[config.mk]
export PLATFORM = sky130hd
export DESIGN_NAME = ibufds_gte_div
export DESIGN_NICKNAME = d
export VERILOG_FILES = /design/src/rtl/ibufds_gte_div.sv
export SDC_FILE = /design/constraint.sdc
export NUM_CORES = 1
export LEC_CHECK = 0
export CAP_MARGIN = 20
export CORE_AREA = 4 4 41 43
export DETAILED_ROUTE_END_ITERATION = 10
export DIE_AREA = 0 0 45 47
export PLACE_DENSITY = 0.68
export SYNTH_ARGS = -nofsm -noshare
export SYNTH_HDL_FRONTEND = slang
export SYNTH_SLANG_ARGS = --single-unit
[constraint.sdc]
create_clock -name I -period 4.75 [get_ports I]
set_input_delay 0.7125 -clock I [delete_from_list [all_inputs] [get_ports I]]
set_output_delay 0.7125 -clock I [all_outputs]
set_load 0.01 [all_outputs]
[src/rtl/ibufds_gte_div.sv]
// GT reference-clock input buffer model with synchronous reset, programmable
// enable delay and an integer divider on ODIV that always stops with ODIV low.
module ibufds_gte_div #(
    parameter logic       REFCLK_EN_TX_PATH  = 1'b0,
    parameter logic [1:0] REFCLK_HROW_CK_SEL = 2'b00,
    parameter int         DIV_W              = 4,
    parameter int         DIV_DEFAULT        = 2,
    parameter int         EN_DELAY           = 8
) (
    input  logic             I,
    input  logic             RST,
    input  logic             IB,
    input  logic             CEB,
    input  logic [DIV_W-1:0] DIV_SEL,
    output logic             O,
    output logic             ODIV,
    output logic             RDY
);

    typedef enum logic [1:0] {ST_OFF, ST_WAIT, ST_RUN, ST_DRAIN} StateE;

    localparam logic             DIV_MODE = (REFCLK_HROW_CK_SEL == 2'b01) ||
                                            (REFCLK_HROW_CK_SEL == 2'b10);
    localparam logic [7:0]       DLY_LAST = (EN_DELAY > 0) ? 8'(EN_DELAY - 1) : 8'd0;
    localparam logic [DIV_W-1:0] N_MIN    = DIV_W'(2);
    localparam logic [DIV_W-1:0] N_DEF    = DIV_W'(DIV_DEFAULT);

    StateE            r_state;
    StateE            w_stateNext;
    logic [7:0]       r_dly;
    logic [7:0]       w_dlyNext;
    logic [DIV_W-1:0] r_cnt;
    logic [DIV_W-1:0] r_n;
    logic             r_odiv;
    logic             r_oen;
    logic             r_rdy;
    logic             w_oenNext;
    logic             w_rdyNext;
    logic [DIV_W-1:0] w_nRaw;
    logic [DIV_W-1:0] w_nSel;
    logic [DIV_W-1:0] w_cntInc;
    logic             w_wrap;
    logic             w_runEntry;
    logic             w_unusedIb;

    assign w_unusedIb = IB;

    assign w_nRaw     = (REFCLK_HROW_CK_SEL == 2'b10) ? DIV_SEL : N_DEF;
    assign w_nSel     = (w_nRaw < N_MIN) ? N_MIN : w_nRaw;
    assign w_cntInc   = r_cnt + DIV_W'(1);
    assign w_wrap     = (r_cnt == (r_n - DIV_W'(1)));
    assign w_runEntry = (r_state != ST_RUN) && (w_stateNext == ST_RUN);

    always_ff @(posedge I) begin
        if (RST) begin
            r_state <= ST_OFF;
            r_dly   <= 8'd0;
            r_oen   <= 1'b0;
            r_rdy   <= 1'b0;
        end else begin
            r_state <= w_stateNext;
            r_dly   <= w_dlyNext;
            r_oen   <= w_oenNext;
            r_rdy   <= w_rdyNext;
        end
    end

    // DRAIN ignores CEB entirely so a running ODIV period is never cut short.
    always_comb begin
        w_stateNext = r_state;
        w_dlyNext   = r_dly;
        case (r_state)
            ST_OFF: begin
                w_dlyNext = 8'd0;
                if (!CEB) begin
                    w_stateNext = (EN_DELAY == 0) ? ST_RUN : ST_WAIT;
                end
            end
            ST_WAIT: begin
                if (CEB) begin
                    w_stateNext = ST_OFF;
                    w_dlyNext   = 8'd0;
                end else if (r_dly == DLY_LAST) begin
                    w_stateNext = ST_RUN;
                    w_dlyNext   = 8'd0;
                end else begin
                    w_dlyNext = r_dly + 8'd1;
                end
            end
            ST_RUN: begin
                if (CEB) begin
                    w_stateNext = DIV_MODE ? ST_DRAIN : ST_OFF;
                end
            end
            ST_DRAIN: begin
                if (w_wrap) begin
                    w_stateNext = ST_OFF;
                end
            end
            default: begin
                w_stateNext = ST_OFF;
                w_dlyNext   = 8'd0;
            end
        endcase
    end

    always_comb begin
        w_rdyNext = (w_stateNext == ST_RUN) && !REFCLK_EN_TX_PATH;
        w_oenNext = w_rdyNext && (REFCLK_HROW_CK_SEL != 2'b11);
    end

    // The ratio is re-latched only at a wrap, so DIV_SEL changes land on period boundaries.
    always_ff @(posedge I) begin
        if (RST || !DIV_MODE) begin
            r_cnt  <= '0;
            r_odiv <= 1'b0;
            r_n    <= N_MIN;
        end else if (w_runEntry) begin
            r_cnt  <= '0;
            r_odiv <= 1'b1;
            r_n    <= w_nSel;
        end else if ((r_state == ST_RUN) || (r_state == ST_DRAIN)) begin
            if (w_wrap) begin
                r_cnt  <= '0;
                r_odiv <= (r_state == ST_RUN);
                r_n    <= w_nSel;
            end else begin
                r_cnt  <= w_cntInc;
                r_odiv <= (w_cntInc < (r_n >> 1));
            end
        end else begin
            r_cnt  <= '0;
            r_odiv <= 1'b0;
        end
    end

    assign O   = I & r_oen;
    assign RDY = r_rdy;

    always_comb begin
        ODIV = 1'b0;
        if (!REFCLK_EN_TX_PATH) begin
            case (REFCLK_HROW_CK_SEL)
                2'b00:   ODIV = O;
                2'b01,
                2'b10:   ODIV = r_odiv;
                default: ODIV = 1'b0;
            endcase
        end
    end

endmodule

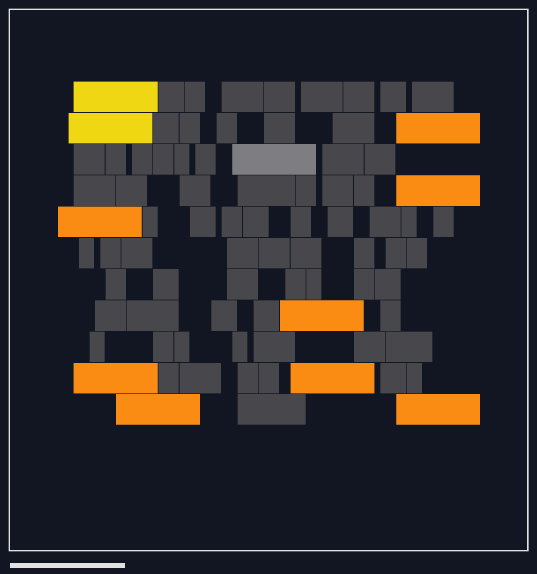
Run 1: where the registers sit
Scale bar: 10 um.
colour	netlist name	placed flops
yellow	r_state	2
orange	r_dly	8

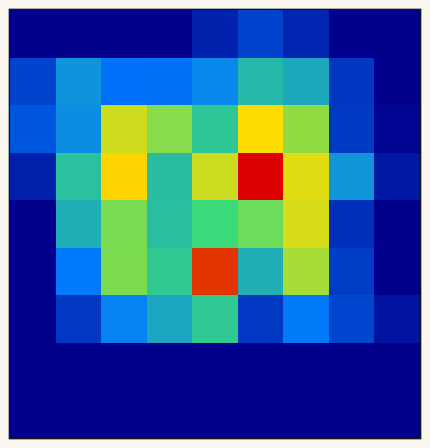
Run 1: wiring heat map
9 x 9 tiles, from dark blue (low) to red (high), scaled to the fullest tile. Values are wire area over tile area, all layers added.
densest ninth of the die	centre
fullest tile	0.38
emptiest ninth of the die	south-west
mean over tiles	0.088
nearly empty tiles	38%
overall track demand over capacity in global routing: 14.61%
vias: 534

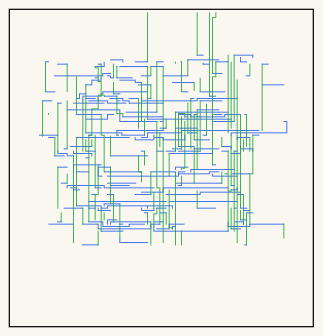
Run 1: wiring by layer
Two of the layers only.
colour	layer	wire length
blue	M1	582 um
green	M2	582 um
detail-routed net length per standard cell: 12.31 um
final wirelength: 1206 um

==> run 1: flip-flops by register name, summed over array words and instances (netlist names) <==
signal	cells
RDY	1
r_state	2
r_dly	8
==> run 1: cells in the mapped netlist <==
cell type and n:
dfxtp_1 11, mux2i_1 1, nor3b_1 1, a21oi_1 9, a221o_2 1, nor2b_1 3
or3_1 1, buf_6 1, a211oi_1 1, clkbuf_1 1, nor2_1 4, nand2b_1 1
nor3_1 3, and2_1 2, buf_4 1, or4_1 2, inv_1 1, and3_1 4
or4b_4 1, nand2_1 3, nand3_1 7, o21ai_0 5, or4b_2 2, nor4bb_2 1
ha_1 1
==> run 1: final cells by class <==
type	count	area (um^2)
timing repair buffer	3	30.03
fill	140	585.6
tap	15	18.77
sequential	11	220.2
multi-input combinational	53	329.1
inverter	1	3.754
clock buffer	15	113.9
==> writeup.txt, run 1 <==
The first detailed-routing pass ran for 4 iterations. Summing every instance area after synthesis gives 575.6 um^2. After legalization and detailed placement, the total HPWL measured 795.7 um.

The data required time reported for the critical path is 4.04 ns. The largest share of the power goes to the clock network. The flow reports power dissipated in combinational cells as 0.00693 mW.

The highest metal layer carrying signal wires in the routed design is met3. The delay of the slowest critical-path stage came out at 0.47 ns. The run gives 0 for the total of endpoints with negative setup slack in the final report. According to the timing report, the arrival time at the worst endpoint equals 3.82 ns. The number of nets with antenna violations after routing is 0. The fraction of synthesized cell area taken by the top area cell type came out at 38.26%. In this design, the largest share of critical-path delay is due to buffers and inverters. In this run, post-CTS repair resized a total of 0 instances. The cell-mix breakdown from Yosys lists the simple-gate area share as 37.83%. OpenSTA lists the critical path startpoint as I. Library cell appearing most often on the critical path: clkbuf_4. Net count entering floorplan: 77. 11 I/O pins were placed. The region available for standard cell placement spans 1301 um^2. The horizontal die size is 45 um. The leakage power in the latest report is 0.2765 nW. The power report attributes to the sequential group a share of 40.1%. Detailed placement reports a standard cell area of 621.8 um^2.

The final standard cell area without fillers is 715.7 um^2. Excluding fillers, the count of instances in the completed layout stands at 98. The post-route DRC violation count is 0.

For the worst min-delay path, the startpoint reported by OpenROAD is r_dly[7]. Looking at the hold checks, the worst path lands on r_dly[7]. All stages included, the depth of the critical timing path comes to 9. The detailed placer reported the number of placed instances as 85.

Adder-cell share of the synthesized area: 2.174%. The run finished with clean final reports. Timing analysis after detailed placement gives a worst setup slack of 1.057 ns. Using the TritonRoute via totals, the vias-per-cell ratio works out to 5.449. TritonCTS built the clock tree. Routing resource usage on met1 recorded by global route was 13.39%.

The logs give 2115 um^2 for the chip area and 13 for the standard-cell row count. After synthesis, the cell types taking the most area are dfxtp_1, a21oi_1, nand3_1. Per the post-run analysis, buffers plus inverters along the critical path come to 8. The run gives 582 um for the routed length on met2. Along the worst path, the maximum fanout reaches 2. With the warning total across the stage logs at 33, the tally of max-capacitance violations is 0. The busiest layer in global routing was met2.

For reference, the post-synthesis area per instance comes to 8.464 um^2. The count of cell types in the netlist came out at 25. The top cell type by total area after synthesis was dfxtp_1. Internal power comes to 0.1840 mW.

For this run, the script counts the antenna cells in the layout as 0. With the remaining global-route overflow at 0, the worst reg-to-reg path cell count is 5. The synthesis run shows multiplexers occupying 1.739% of the cell area.

The number of synthesis warnings was 0; the clock skew after layout was 0.008968 ns. The critical path goes through clkbuf_4 -> clkbuf_4 -> clkbuf_4 -> clkbuf_4 -> clkbuf_4 -> and2_1 -> clkbuf_4 -> clkbuf_4 -> clkdlybuf4s50_1. After clock tree synthesis, the flow added hold-fix buffers numbering 0. For reference, compound AND-OR and OR-AND cells occupy 15.43% of the area reported after synthesis.

In the synthesized netlist, the dominant kind of combinational cell is simple AND/OR/NAND/NOR gates. The power report shows net switching accounting for 21.35% of the total. The detailed router reports a met3 wire length of 42 um. After routing, the total negative slack on setup checks comes to 0 ns.

After clock tree synthesis, the clock-pin slew on the worst setup and hold paths is 0.07 ns. At the pin with the least slew margin, the transition time is 0.4052 ns. Setup repair after global routing left no endpoint under its margin. The synthesized netlist has a Yosys-reported chip area of 575.6 um^2. The synthesized netlist devotes 0% of its cell area to XOR and XNOR gates.

The clock network burns 57.0% of the power. The logs give 93 for the final-stage net count and 0.4680 ns for the minimum hold slack. The most common library cell in the layout ignoring fill and taps is clkbuf_4. IR analysis of the VDD net gives a maximum drop of 191.8 uV.
Run 1, nets reached from selected ports:
Scale bar: 10 um.
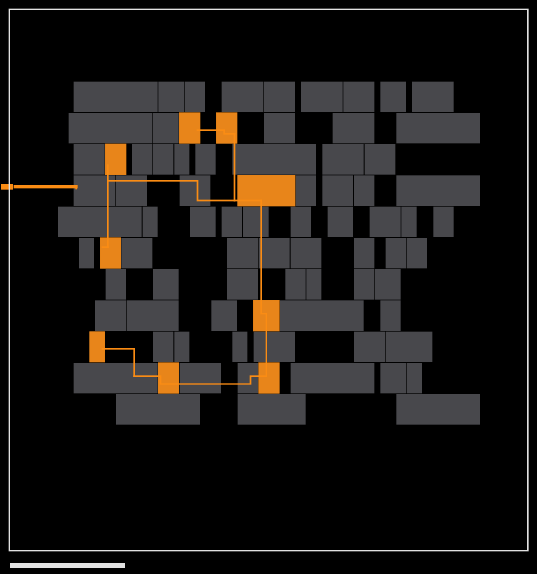

==> run 2: changes to the inputs <==
--- a/config.mk
+++ b/config.mk
@@ -6,9 +6,9 @@
 export NUM_CORES = 1
 export LEC_CHECK = 0
 export CAP_MARGIN = 20
-export CORE_AREA = 4 4 41 43
+export CORE_AREA = 2 2 39 41
 export DETAILED_ROUTE_END_ITERATION = 10
-export DIE_AREA = 0 0 45 47
+export DIE_AREA = 0 0 41 43
 export PLACE_DENSITY = 0.68
 export SYNTH_ARGS = -nofsm -noshare
 export SYNTH_HDL_FRONTEND = slang
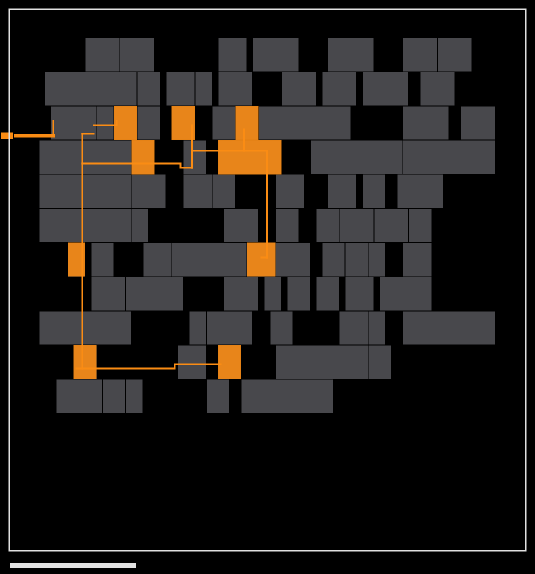
Run 2: nets reached from selected ports
Scale bar: 10 um.
colour	port	direction	edge	end cells	buffers	wire
orange	RST	input	west	9	1	66.9 um
buffers added on ports: 5
I/O pin cnt: 11

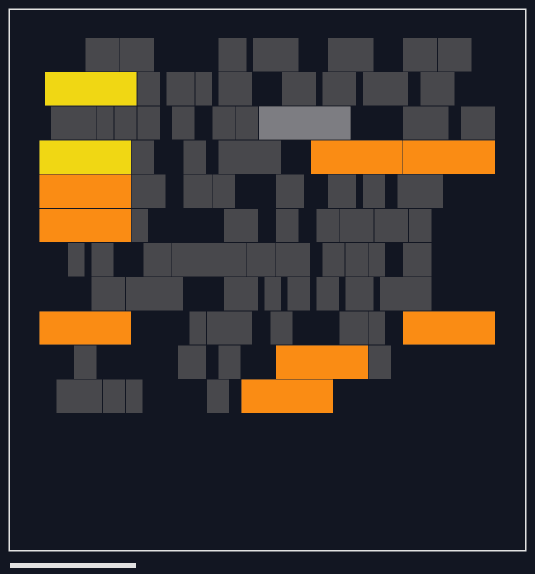
Run 2: where the registers sit
Scale bar: 10 um.
colour	netlist name	placed flops
orange	r_dly	8
yellow	r_state	2
not coloured	1

==> run 2 against run 1 <==
Net effect:
- critical path depth did not move
- via count increased by 4.7%
- worst setup slack lost 0.0060 ns
- clock-buffer cell count unchanged
- register-to-register slack better by 0.05 ns
- synthesized area unchanged
- die size is 17% lower
- critical path type unchanged
- largest power group unchanged
==> writeup.txt, run 2 <==
More flip-flops sit in one register than any other, and that register is r_dly. According to the Yosys statistics, the synthesized design has a chip area of 575.6 um^2. The layout has 15 clock buffers. In the final layout, clock buffers and inverters account for 15.88% of the cell area.

The run gives 139 for the fill cell total of the finished layout. The run gives 0 as the count of instances resized after the clock tree is built. Before antenna repair, the detailed router went through 4 iterations. The commonest cells after synthesis are dfxtp_1, a21oi_1, nand3_1.

The number of nets with antenna violations after routing was 0; the inverter count of the layout excluding clock inverters was 1. The number of signal-net buffers in the layout came out at 3. Registers represent a cell area share of 30.72%. Number of synthesis warnings: 0. The routed length per instance is 11.47 um, and the chip area is 1763 um^2. With the worst IR drop on VDD at 271.0 uV, the post-synthesis instance area is 575.6 um^2.

Sequential cells placed in the final layout were counted as 11. The signal on the critical path passes through clkbuf_4 -> clkbuf_4 -> clkbuf_4 -> clkbuf_4 -> clkbuf_4 -> and2_1 -> clkbuf_4 -> clkbuf_4 -> clkdlybuf4s50_1. For the remaining global-route overflow, the log shows 0.

The worst hold path begins at r_dly[7]. Among logic cells in the layout, the one with the most instances is clkbuf_4. The power report attributes to the clock group a share of 56.5%. Clock transition at the registers of the reported paths: 0.07 ns. The critical path's top delay family is buffers and inverters. For reference, the top cells by area after synthesis are dfxtp_1, a21oi_1, nand3_1.

The logs give 1384 um^2 for the floorplan core area and 0.1839 mW for the cell internal power dissipation. The stage logs contain a warning count of 33. Per the synthesis report, the single largest cell type by area occupies 38.26% of cell area. TritonCTS built the clock tree. The largest share of the power goes to the clock network. The wire length recorded after detailed routing is 1136 um. Looking at the critical path, the highest net fanout was 2.

The run gives 329.1 um^2 for the area of combinational cells with multiple inputs. The sequential cell area was 220.2 um^2. The run gives 716.9 um^2 for the final standard cell area without fillers.

For this run, the detailed router reports a per-instance via density of 5.646. The run gives 559 for the detailed-route via count. Complex-gate fraction of the synthesized area: 15.43%. The net count of the finished layout is 93. The biggest area consumer among cell classes was multi-input combinational cells.

Per the post-synthesis report, the nets total 77. Among the stages of the critical path, the cell type that occurs most often is clkbuf_4. For hold timing, the worst endpoint is r_dly[7]. The final instance count without filler cells came out at 99. In this run, post-CTS hold repair placed 0 buffers.

In this run, power in combinational logic comes to 0.00684 mW. Setup repair after global routing left no endpoint under its margin. In the final layout, non-clock buffers account for 4.188% of the cell area. The initialized floorplan defines 14 standard-cell rows. The leakage power figure was 0.2765 nW; the number of multi-input logic gates was 53.

The power report attributes to the sequential group a share of 40.6%. The flow ran to the end, and the final reports show no timing, DRC or antenna violations. Per the finish-stage timing summary, setup violations number 0. The number of antenna diodes is 0, and the endpoint required time on the critical path is 4.04 ns.

The largest family of logic cells by area was simple AND/OR/NAND/NOR gates. In this run, placement finished with an instance count of 86. The average footprint of a synthesized cell is 8.464 um^2. The global routing report lists combined usage of all routing layers as 18.18%. The share of cell area taken by muxes after synthesis is 1.739%. The cell type that accounts for the most area after synthesis is dfxtp_1. The timing report gives the biggest stage delay along the critical path as 0.47 ns. In the post-synthesis netlist, the cell with the most instances is dfxtp_1. The count of library flops with an enable pin was 0. The count of cell types in the netlist was 25; the worst reg-to-reg path cell count was 5.
-- run 2: cell counts in the layout (fill, tap and decap cells not counted) --
No cell type changed its count.
-- run 2: routing by layer --
layer | vias to the layer above | global-route usage, % | share of wire [%]
met1 | 260 | 20.33 | 50
met5 | - | 0 | 0
met2 | 12 | 19.06 | 43
met4 | 0 | 18.67 | 2.3
li1 | 283 | - | -
met3 | 4 | 15.18 | 4.8
-- run 2: worst max-delay path by stage --
stage	from	end	cells past startpoint	slack (ns)
after CTS	I	O	9	0.17
after floorplan	I	ODIV	2	1.34
final	I	O	9	0.21
after detailed placement	I	O	2	1.06
after global placement	I	O	2	1.06
after global routing	I	O	9	0.16
No activity file was given, so power comes from the tool's default toggle rates.
